$ cat src/rtl/mux_scan_pkg.sv
// Shared constants and types for the 4-channel mux scan sequencer.
// Optional frame parity output is enabled by MUX_SCAN_PARITY_EN.
package mux_scan_pkg;

    localparam int NUM_CH = 4;
    localparam int SEL_W  = 2;

    localparam logic [1:0] IDLE    = 2'd0;
    localparam logic [1:0] SCAN    = 2'd1;
    localparam logic [1:0] PRESENT = 2'd2;

    typedef logic [SEL_W-1:0]  sel_t;
    typedef logic [NUM_CH-1:0] frame_t;

    function automatic logic frame_par(input frame_t f);
        return ^f;
    endfunction

endpackage

$ cat src/rtl/mux_scan_sequencer_dwell_timer.sv
// Dwell down-counter: reloads to DWELL-1, counts down while enabled,
// and stops at zero so it only ever wraps through a reload.
module dwell_timer #(
    parameter int CNT_W = 8,
    parameter int DWELL = 4
) (
    input  logic clk,
    input  logic rst_n,
    input  logic load,
    input  logic en,
    output logic expired
);

    if (DWELL < 1 || longint'(DWELL) > (64'd1 << CNT_W)) begin : g_bad_dwell
        $error("dwell_timer: DWELL must lie in 1..2**CNT_W");
    end

    localparam logic [CNT_W-1:0] RELOAD = CNT_W'(DWELL - 1);

    logic [CNT_W-1:0] cnt;

    always_ff @(posedge clk or negedge rst_n) begin
        if (!rst_n) begin
            cnt <= '0;
        end else if (load) begin
            cnt <= RELOAD;
        end else if (en && cnt != '0) begin
            cnt <= cnt - 1'b1;
        end
    end

    assign expired = (cnt == '0);

endmodule

$ cat src/rtl/mux_scan_sequencer.sv
// Scans a 4:1 mux selector, samples its output at the end of each dwell
// and hands the 4-bit frame out on valid/ready. Parity: MUX_SCAN_PARITY_EN.
module mux_scan_sequencer
    import mux_scan_pkg::*;
#(
    parameter int DWELL = 4,
    parameter int CNT_W = 8
) (
    input  logic             clk,
    input  logic             rst_n,
    input  logic             start,
    input  logic             mode,
    output logic [SEL_W-1:0] selector,
    input  logic             salida,
    output logic [NUM_CH-1:0] frame,
    output logic             frame_valid,
    input  logic             frame_ready,
    output logic             busy
`ifdef MUX_SCAN_PARITY_EN
    ,
    output logic             frame_parity
`endif
);

    logic [1:0]        state;
    logic [1:0]        state_nxt;
    logic [NUM_CH-2:0] shadow;
    logic              expired;
    logic              load;
    logic              en;
    logic              last_ch;
    frame_t            frame_nxt;

    assign last_ch   = (selector == SEL_W'(NUM_CH - 1));
    assign en        = (state == SCAN);
    assign frame_nxt = {salida, shadow};

    dwell_timer #(
        .CNT_W (CNT_W),
        .DWELL (DWELL)
    ) u_timer (
        .clk     (clk),
        .rst_n   (rst_n),
        .load    (load),
        .en      (en),
        .expired (expired)
    );

    // Reload the dwell on every scan entry and on each channel advance.
    always_comb begin
        state_nxt = state;
        load      = 1'b0;
        unique case (1'b1)
            (state == IDLE): begin
                if (start) begin
                    state_nxt = SCAN;
                    load      = 1'b1;
                end
            end
            (state == SCAN): begin
                if (expired) begin
                    if (last_ch) begin
                        state_nxt = PRESENT;
                    end else begin
                        load = 1'b1;
                    end
                end
            end
            (state == PRESENT): begin
                if (frame_ready) begin
                    if (mode) begin
                        state_nxt = SCAN;
                        load      = 1'b1;
                    end else begin
                        state_nxt = IDLE;
                    end
                end
            end
            default: begin
                state_nxt = IDLE;
            end
        endcase
    end

    always_ff @(posedge clk or negedge rst_n) begin
        if (!rst_n) begin
            state       <= IDLE;
            busy        <= 1'b0;
            selector    <= '0;
            shadow      <= '0;
            frame       <= '0;
            frame_valid <= 1'b0;
        end else begin
            state <= state_nxt;
            busy  <= (state_nxt != IDLE);
            if (state == SCAN && expired) begin
                if (last_ch) begin
                    frame       <= frame_nxt;
                    frame_valid <= 1'b1;
                    selector    <= '0;
                end else begin
                    shadow[selector] <= salida;
                    selector         <= selector + 1'b1;
                end
            end else if (state == PRESENT && frame_ready) begin
                frame_valid <= 1'b0;
            end else if (state == IDLE) begin
                selector <= '0;
            end
        end
    end

`ifdef MUX_SCAN_PARITY_EN
    always_ff @(posedge clk or negedge rst_n) begin
        if (!rst_n) begin
            frame_parity <= 1'b0;
        end else if (state == SCAN && expired && last_ch) begin
            frame_parity <= frame_par(frame_nxt);
        end
    end
`endif

endmodule

$ cat config.mk
export PLATFORM = sky130hd
export DESIGN_NAME = mux_scan_sequencer
export DESIGN_NICKNAME = d
export VERILOG_FILES = /design/src/rtl/mux_scan_pkg.sv /design/src/rtl/mux_scan_sequencer_dwell_timer.sv /design/src/rtl/mux_scan_sequencer.sv
export SDC_FILE = /design/constraint.sdc
export NUM_CORES = 1
export LEC_CHECK = 0
export CAP_MARGIN = 25
export CORE_MARGIN = 10
export CORE_UTILIZATION = 30
export DETAILED_ROUTE_END_ITERATION = 8
export SYNTH_ARGS = -nofsm -noshare
export SYNTH_HDL_FRONTEND = slang
export SYNTH_SLANG_ARGS = --single-unit
$ cat constraint.sdc
create_clock -name clk -period 1.9 [get_ports clk]
set_input_delay 0.38 -clock clk [delete_from_list [all_inputs] [get_ports clk]]
set_output_delay 0.38 -clock clk [all_outputs]
set_load 0.02 [all_outputs]
met1.png
The bar under the picture is 20 um long. Cells faint in the background.
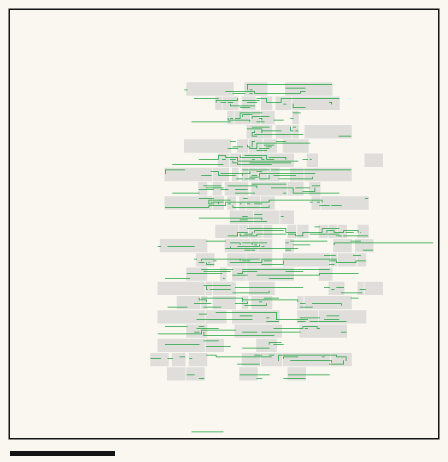
longest straight run	18.9 um
main direction	horizontal
share of all routed wire	46%
wire length on this layer	1010 um

met2.png
The bar under the picture is 20 um long. Cells faint in the background.
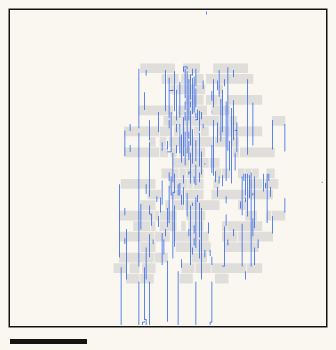
wire length on this layer	1070 um
main direction	vertical
longest straight run	34.3 um

==> impl_metrics.tcl <==
# collected from the flow reports
set metrics [dict create \
    end_kind "register" \
    hpwl_um 1690 \
    simple_gate_area_frac 0.194 \
    layout.area.comb_um2 566 \
    arrival_ps 1920 \
    grt_start_max_net_pins 22 \
    cts_htree_levels 1 \
    crit_slowest_cell "or3_1" \
    row_count 22 \
    cts-root-buf "clkbuf_8" \
    start_kind "register" \
    peakVddDrop_v 0.000338 \
    mux_share 0.0789 \
    setup_viol_count_final 0 \
    yosysWarningCount 0 \
    path_buffers 1 \
    ys_sh_adder 0.0657 \
    antenna_found_initial 0 \
    crit_type "reg -> reg" \
    synth_flops 21 \
    warning_count 30 \
    cts_resized 0 \
    ys_area_um2 1140 \
    cts_tree "done" \
    fp_nets 112 \
    status "complete, no violations" \
    finalCritPeriodShare 0.936 \
]
met3.png
The bar under the picture is 20 um long. Cells faint in the background.
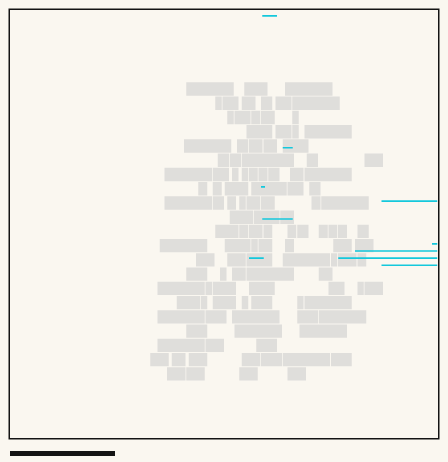
wire length on this layer	67.8 um
nets with wire on the layer	7
met3 usage: 0.00873
DR vias: 776
Post-Route WL: 2210 um

pins.png
The bar under the picture is 20 um long. Pins as bars across the die edge, other pins in gray.
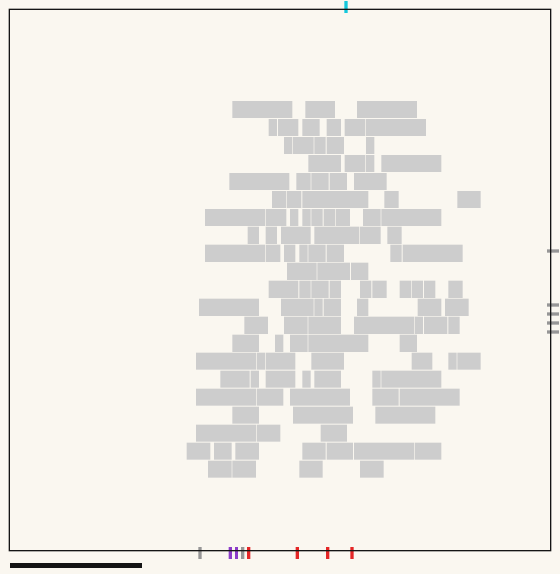
port	color	pins	direction	edge
clk	cyan	1	input	top
frame	red	4	output	bottom
selector	purple	2	output	bottom
all pins by edge	8 bottom, 5 right, 1 top
Die X-Extent: 81.7 um
PortBufs: 13

-- per-layer routing --
layer,GRT usage,share of wire,vias up
li1,-,-,381
met1,0.0818,0.46,379
met2,0.121,0.49,10
met3,0.00873,0.030,6
met4,0.0408,0.024,0
met5,0,0,-
-- cell usage in the layout, fill, tap and decap left out, types with 2 or more instances in the layout --
cell and count:
buf_4 6, nand2b_1 3, nor2_1 5, a211oi_1 3, clkdlybuf4s50_1 13, or2_2 2, o21ai_0 3, ha_1 6
dfrtp_1 21, or3_1 3, xnor2_1 6, clkbuf_8 3, a21oi_1 7, nand3_1 3, nand2_1 4, mux2_1 7
inv_1 6
-- worst max path at each step --
stage / endpoint / start / slack (ps) / depth (start not counted)
floorplan: u_timer.cnt[1]$_DFFE_PN0P_ / u_timer.cnt[0]$_DFFE_PN0P_ / 100 / 7
global placement: u_timer.cnt[1]$_DFFE_PN0P_ / frame_ready / 130 / 5
detailed placement: u_timer.cnt[1]$_DFFE_PN0P_ / frame_ready / 70 / 5
CTS: u_timer.cnt[1]$_DFFE_PN0P_ / u_timer.cnt[0]$_DFFE_PN0P_ / 120 / 6
global route: u_timer.cnt[1]$_DFFE_PN0P_ / u_timer.cnt[0]$_DFFE_PN0P_ / 40 / 6
finish: u_timer.cnt[1]$_DFFE_PN0P_ / u_timer.cnt[0]$_DFFE_PN0P_ / 120 / 6
-- per-stage QoR --
step	instances	hold WS (ps)	setup slack [ps]	utilization	area, um^2
finish	167	450	121	0.381	1400
global route	167	475	43.9	0.381	1400
CTS	167	459	117	0.381	1400
detailed placement	163	480	73.7	0.368	1350
global placement	163	467	126	0.368	1350
floorplan	100	84.4	99.4	-	1140
-- flip-flops by register name (all words and copies together), names as in the netlist --
signal	flops
frame_valid	1
frame	4
state	2
busy	1
shadow	3
u_timer.cnt	8
selector	2
-- where the power goes --
part / switching, W / internal [W] / total [W] / leakage [nW]
Clock: 0.000146 / 0.000146 / 0.000292 / 0.0255
Combinational: 0.000417 / 0.000436 / 0.000853 / 0.315
Sequential: 0.000147 / 0.000596 / 0.000744 / 0.259
Total: 0.000710 / 0.00118 / 0.00189 / 0.600
-- final cells by class --
| type | count | share of cell area |
|---|---|---|
| inverter | 6 | 0.0161 |
| sequential | 21 | 0.377 |
| clock inverter | 1 | 0.00359 |
| timing repair buffer | 19 | 0.126 |
| multi-input combinational | 69 | 0.405 |
| tap | 48 | 0.0430 |
| clock buffer | 3 | 0.0296 |
-- cells by family (layout without fill, tap and decap cells) --
family / Yosys count / in the layout
xor gates and xnor gates: 6 / 6
muxes: 8 / 8
adders and majority gates: 6 / 6
buffers and inverters: 10 / 29
AOI/OAI and AO/OA: 17 / 17
and+or+nand+nor: 32 / 32
DFF: 21 / 21
-- worst reg2reg max path: cells and delay by family, from the launching register on --
kind / cells / cell delay, ps
adder cells (fa/ha/maj): 1 / 190
buffers and inverters: 1 / 70
flip-flops: 1 / 370
AND/OR/NAND/NOR: 4 / 1030
Power is estimated from default activity; no workload was simulated.
